## src/rtl/nbcac_23di_pkg.sv

```systemverilog
// Shared constants for the 23-bit NB-CAC link: widths, weight set, FSM states.
// Weights are indexed to match codeword wire numbering [33:1].
package nbcac_23di_pkg;
  localparam int N_DATA = 23;
  localparam int N_WIRE = 33;

  localparam logic [31:0] S [1:33] = '{
    32'd1,
    32'd4356618, 32'd2692538, 32'd1664080, 32'd1028458,
    32'd635622,  32'd392836,  32'd242786,  32'd150050,
    32'd92736,   32'd57314,   32'd35422,   32'd21892,
    32'd13530,   32'd8362,    32'd5168,    32'd3194,
    32'd1974,    32'd1220,    32'd754,     32'd466,
    32'd288,     32'd178,     32'd110,     32'd68,
    32'd42,      32'd26,      32'd16,      32'd10,
    32'd6,       32'd4,       32'd2,       32'd2
  };

  typedef enum logic [1:0] {
    IDLE,
    RUN,
    DONE
  } state_e;
endpackage

```

## src/rtl/nbcac_23di_weight_rom.sv

```systemverilog
// Combinational weight lookup; indices outside 1..33 return zero.
// Shared between the iterative encoder and any iterative decoder.
module nbcac_23di_weight_rom
  import nbcac_23di_pkg::*;
(
  input  logic [5:0]        idx,
  output logic [N_DATA-1:0] w
);
  always_comb begin
    w = '0;
    if (idx >= 6'd1 && idx <= 6'd33)
      w = S[idx][N_DATA-1:0];
  end
endmodule

```

## src/rtl/nbcac_23di_encoder_iter.sv

```systemverilog
// Iterative NB-CAC encoder: greedy subtraction over the weight set,
// one weight per clock, valid/ready on both sides.
module nbcac_23di_encoder_iter #(
  parameter int N_DATA = 23,
  parameter int N_WIRE = 33
) (
  input  logic              clk,
  input  logic              rst,
  input  logic              in_valid,
  output logic              in_ready,
  input  logic [N_DATA-1:0] v_in,
  output logic              out_valid,
  input  logic              out_ready,
  output logic [N_WIRE:1]   d_out,
  output logic              err
);
  import nbcac_23di_pkg::*;

  state_e            state_q, state_d;
  logic [N_DATA-1:0] r_q, r_d;
  logic [5:0]        idx_q, idx_d;
  logic [N_WIRE:1]   d_q, d_d;
  logic              err_q, err_d;
  logic [N_DATA-1:0] w;
  logic              accept;

  nbcac_23di_weight_rom u_rom (
    .idx (idx_q),
    .w   (w)
  );

  assign in_ready  = !rst && (state_q == IDLE ||
                     (state_q == DONE && out_ready));
  assign accept    = in_valid && in_ready;
  assign out_valid = (state_q == DONE);
  assign d_out     = d_q;
  assign err       = err_q;

  always_comb begin
    state_d = state_q;
    r_d     = r_q;
    idx_d   = idx_q;
    d_d     = d_q;
    err_d   = err_q;
    unique case (state_q)
      IDLE: ;
      RUN: begin
        if (r_q >= w) begin
          d_d[idx_q] = 1'b1;
          r_d        = r_q - w;
        end
        if (idx_q == 6'(N_WIRE)) begin
          state_d = DONE;
          idx_d   = 6'd2;
          err_d   = (r_d != '0);
        end else begin
          idx_d = idx_q + 6'd1;
        end
      end
      DONE: if (out_ready) state_d = IDLE;
      default: state_d = IDLE;
    endcase
    // Bit 0 goes straight to the weight-1 wire; the rest is greedy.
    if (accept) begin
      state_d = RUN;
      d_d     = {{(N_WIRE-1){1'b0}}, v_in[0]};
      r_d     = {v_in[N_DATA-1:1], 1'b0};
      idx_d   = 6'd2;
      err_d   = 1'b0;
    end
  end

  always_ff @(posedge clk) begin
    if (rst) begin
      state_q <= IDLE;
      r_q     <= '0;
      idx_q   <= 6'd2;
      d_q     <= '0;
      err_q   <= 1'b0;
    end else begin
      state_q <= state_d;
      r_q     <= r_d;
      idx_q   <= idx_d;
      d_q     <= d_d;
      err_q   <= err_d;
    end
  end
endmodule
```

## config.mk

```make
export PLATFORM = sky130hd
export DESIGN_NAME = nbcac_23di_encoder_iter
export DESIGN_NICKNAME = d
export VERILOG_FILES = /design/src/rtl/nbcac_23di_pkg.sv /design/src/rtl/nbcac_23di_weight_rom.sv /design/src/rtl/nbcac_23di_encoder_iter.sv
export SDC_FILE = /design/constraint.sdc
export NUM_CORES = 1
export LEC_CHECK = 0
export ABC_AREA = 1
export CAP_MARGIN = 40
export CORE_MARGIN = 5
export CORE_UTILIZATION = 55
export CTS_BUF_LIST = sky130_fd_sc_hd__clkbuf_4 sky130_fd_sc_hd__clkbuf_8
export CTS_CLUSTER_SIZE = 8
export DETAILED_ROUTE_END_ITERATION = 10
export PLACE_DENSITY_LB_ADDON = 0.05
export REMOVE_ABC_BUFFERS = 1
export SLEW_MARGIN = 5
export SYNTH_ARGS = -nofsm -noshare
export SYNTH_HDL_FRONTEND = slang
export SYNTH_HIERARCHICAL = 1
export SYNTH_SLANG_ARGS = --single-unit
export TNS_END_PERCENT = 30
```

## constraint.sdc

```tcl
create_clock -name clk -period 4.9 [get_ports clk]
set_input_delay 0.98 -clock clk [delete_from_list [all_inputs] [get_ports clk]]
set_output_delay 0.98 -clock clk [all_outputs]
set_load 0.1 [all_outputs]
```

Logic cells by family:
Bar = 20 um.
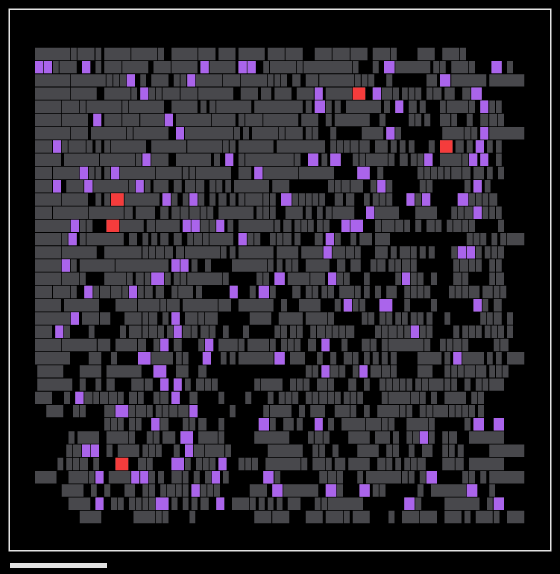
legend:
  red:
    family: AND-OR and OR-AND gates
    cells: 5
    most_used: o21a_1
  purple:
    family: inverting AOI/OAI gates
    cells: 124
    most_used: a21oi_1
    where: all over the die
Finished Layout Cells: 1,188
fraction of area in multi-input gates: 50.2%
Commonest Layout Cell: nand2_1

Sequential cells grouped by signal name:
Bar = 20 um. Other sequential cells in the stronger gray, the rest of the logic in the fainter gray.
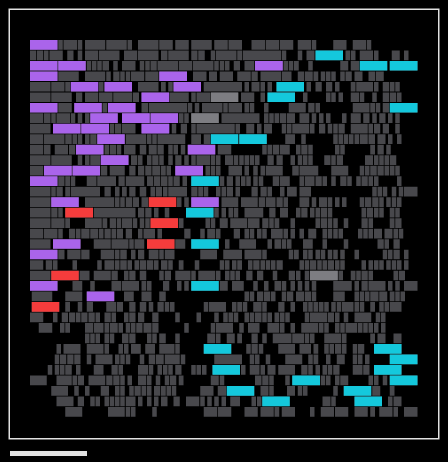
legend:
  purple:
    netlist_name: d_out
    flops: 33
  red:
    netlist_name: idx_q
    flops: 6
    where: middle left
  cyan:
    netlist_name: r_q
    flops: 23
not colored: 3

Routed metal, one color a layer:
Two of the layers only.
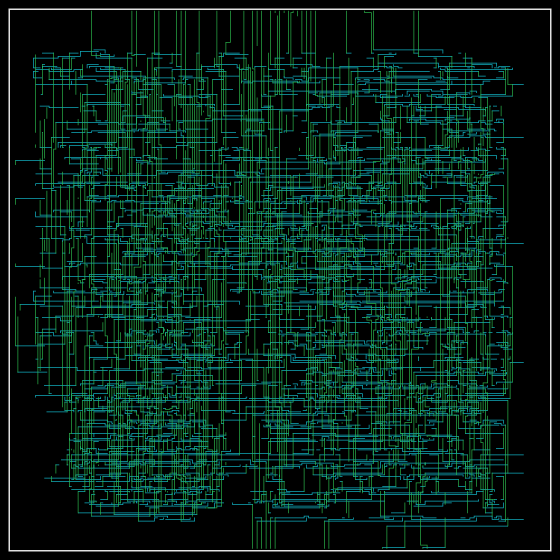
legend:
  cyan:
    layer: met1
    wire_length: 7,910 um
  green:
    layer: met2
    wire_length: 9,070 um

Clock wiring as the flow saved it:
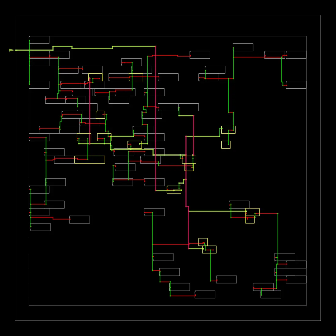
Clock Power: 0.000506 W
TritonCTS Buffers: 9
Seq cells: 65

Pin placement:
Pins as bars across the die edge, other pins in gray.
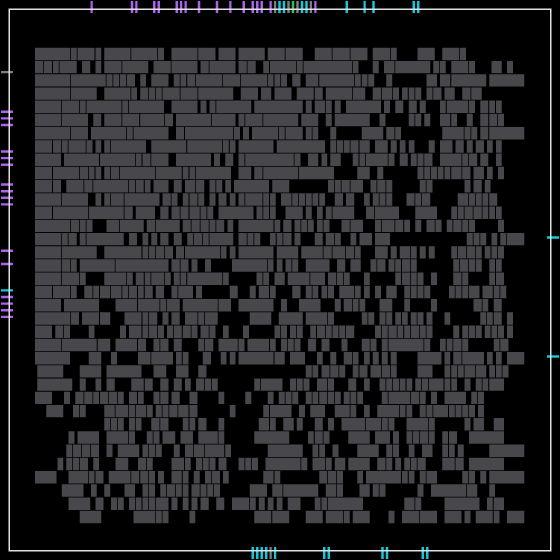
legend:
  cyan:
    port: v_in
    pins: 23
    direction: input
    edge: 11 bottom, 9 top, 2 right, 1 left
  purple:
    port: d_out
    pins: 33
    direction: output
    edge: 17 top, 16 left
  green:
    port: out_valid
    pins: 1
    direction: output
    edge: top
all pins by edge: 31 top, 18 left, 12 bottom, 2 right

==> out/metrics.yaml <==
status:
  status: "finished, final reports clean"
worst_setup_path:
  critPathCaptureType: "flip-flop"
  reg2reg_to: "d_out[2]"
  critPathKind: "flip-flop to flip-flop"
  cpMostUsedCell: "nor2_1"
  reg2reg_slack_ps: 820
  endpoint: "d_out[2]"
  worstReg2RegStart: "idx_q[1]"
  critical_path.cell_chain: "inv_1 > ha_1 > inv_1 > nor2_1 > nor2_1 > nand2_2 > nand2_4 > inv_2 > nand2_4 > nor2_1 > inv_1 > ha_1 > nand2_1 > nor2_1 > nand2_1 > nor2_1 > nand2_1 > nand4_2 > inv_4 > nor2_8 > inv_2 > nor4_2 > nand2_1 > a21oi_1"
  crit_path_max_fanout: 13
  cp_data_required_time_ps: 5190
  cp_slowest_cell: "ha_1"
  path_delay_family: "simple AND/OR/NAND/NOR gates"
  path_buffers: 6
  worstSetupStartpoint: "idx_q[1]"
  crit_cells: 24
route:
  ant_nets: 0
  wl_per_cell_um: 16.3
  dr_total_vias: 6597
  drtIter0Drc: 585
  vias_per_cell: 5.55
  drc: 0
  dr.pass1.iters: 5
min_path:
  worstHoldEndpoint: "d_out[19]"
  worstHoldPathCells: 2
  min-delay-start: "d_out[19]"
  hold_path_class: "flip-flop to flip-flop"
sta:
  setup_viol: 0
  hold_violations: 0
  tns_ps: 0
  finalCriticalPeriod_ps: 4080
  hold_ws_ps: 454
  max_clock_freq_ghz: 0.245
  min_period_over_period_pct: 83.4
  finalWorstSetupSlack_ps: 815
  tightest_slew_ps: 878
  finClkSkew_ps: 9.35
  drv_slew: 0
clocking:
  root_buffer: "clkbuf_8"
  cts_htree_levels: 3
  postCtsHoldBufs: 0
  cts.sinks: 65
  cts_buffer_depth: 2
  clk_pin_slew_ps: 80
  insertion_delay_ps: 360
  tritoncts: "yes"
  postCtsResizedCells: 0
layout:
  logic_area_um2: 3600
  drive_gt1_share_pct: 9.57
  fill_cells: 818
  largest_class: "combinational gates"
  areaGrowthSynthToFinish_pct: 27.7
  nClkBuffers: 10
  n_antenna_cell: 0
  buffers: 112
  nets: 1115
  logic_gates: 710
  buf_share_pct: 18.3
  layout_top_cells: "nand2_1, inv_1, nor2_1, nand3_1, a21oi_1"
  clockNetworkAreaShare_pct: 2.95
  register_area_um2: 1300
  seqAreaFraction_pct: 18.2
  fin_util_pct: 72.7
  inverters_excl_clock: 152
floorplanning:
  fp_util_pct: 56.9
  tap_cells: 133
  core_area_um2: 9860
  die_h_um: 111
  die_x_um: 111
  ios: 63
logic_synthesis:
  ys_ff: 65
  synth_cell_types: 39
  netlist_instances: 953
  synthArstFlopShare_pct: 0
  synth-edff-count: 0
  syn_avg_cell_area_um2: 5.89
  ff_type: "dfxtp_1"
  yosysWarnings: 6
  ys_seq_share_pct: 23.2
  ys_chip_area_um2: 5610
  yosys_cells: 953
  syn_area_um2: 5610
grt:
  grtUsageTotal_pct: 31.0
  grt.overflow.total: 0
  grt_max_degree: 25
  antenna_found_initial: 0
  grt_pass1_vias: 6293
place:
  gp_congestion: 1.03
  port_buffers: 62
  placed_area_um2: 6950
  dp_cells: 1171
pwr:
  leakage_nw: 3.34
  irDropWorstVdd_v: 0.000240
  power_density_nw_per_um2: 306
job:
  maxCapViolCount: 0
  warnings: 36
==> metal layers <==
layer | GRT usage (%) | up-vias | wire length [um]
met4 | 12.9 | 0 | 788
met1 | 38.3 | 2925 | 7910
met2 | 52.2 | 357 | 9070
met5 | 0 | - | 0
li1 | - | 3226 | -
met3 | 6.55 | 89 | 1570
==> cell families (layout without fill, tap and decap cells) <==
group	Yosys count	count (layout)	synth area share [%]
AND/OR/NAND/NOR	534	534	41.5
AND-OR/OR-AND	129	129	12.7
XOR/XNOR	9	9	1.40
flip-flops	65	65	23.2
buffers and inverters	178	280	12.7
adder cells (fa/ha/maj)	38	38	8.60
==> synth_stat cells (4+ instances only) <==
| master | count | area share, % |
|---|---|---|
| xor2_1 | 6 | 0.94 |
| nand2_2 | 5 | 0.56 |
| nand3_1 | 74 | 6.6 |
| o21ai_0 | 20 | 1.8 |
| nand3b_1 | 6 | 0.80 |
| o211ai_1 | 6 | 0.80 |
| o21a_1 | 4 | 0.53 |
| clkbuf_1 | 16 | 1.1 |
| buf_2 | 4 | 0.36 |
| nor2_1 | 79 | 5.3 |
| nand2_1 | 317 | 21 |
| dfxtp_1 | 65 | 23 |
| nor3_1 | 17 | 1.5 |
| inv_1 | 143 | 9.6 |
| nor2_2 | 8 | 0.89 |
| ha_1 | 37 | 8.2 |
| inv_2 | 7 | 0.47 |
| or2_1 | 5 | 0.56 |
| nand4_1 | 9 | 1.0 |
| a21oi_1 | 68 | 6.1 |
| a31oi_1 | 23 | 2.6 |
==> report_power, final <==
group          leakage, nW  internal, W  switching, W
clock                0.108     0.000256      0.000249
sequential           0.527     0.000558     0.0000303
combinational         2.71     0.000359      0.000741
total                 3.34      0.00117       0.00102
==> registers in the layout (all words and copies together) (netlist names) <==
name and count:
idx_q 6, state_q 2, r_q 23, d_out 33
err 1
Power is estimated from default activity; no workload was simulated.
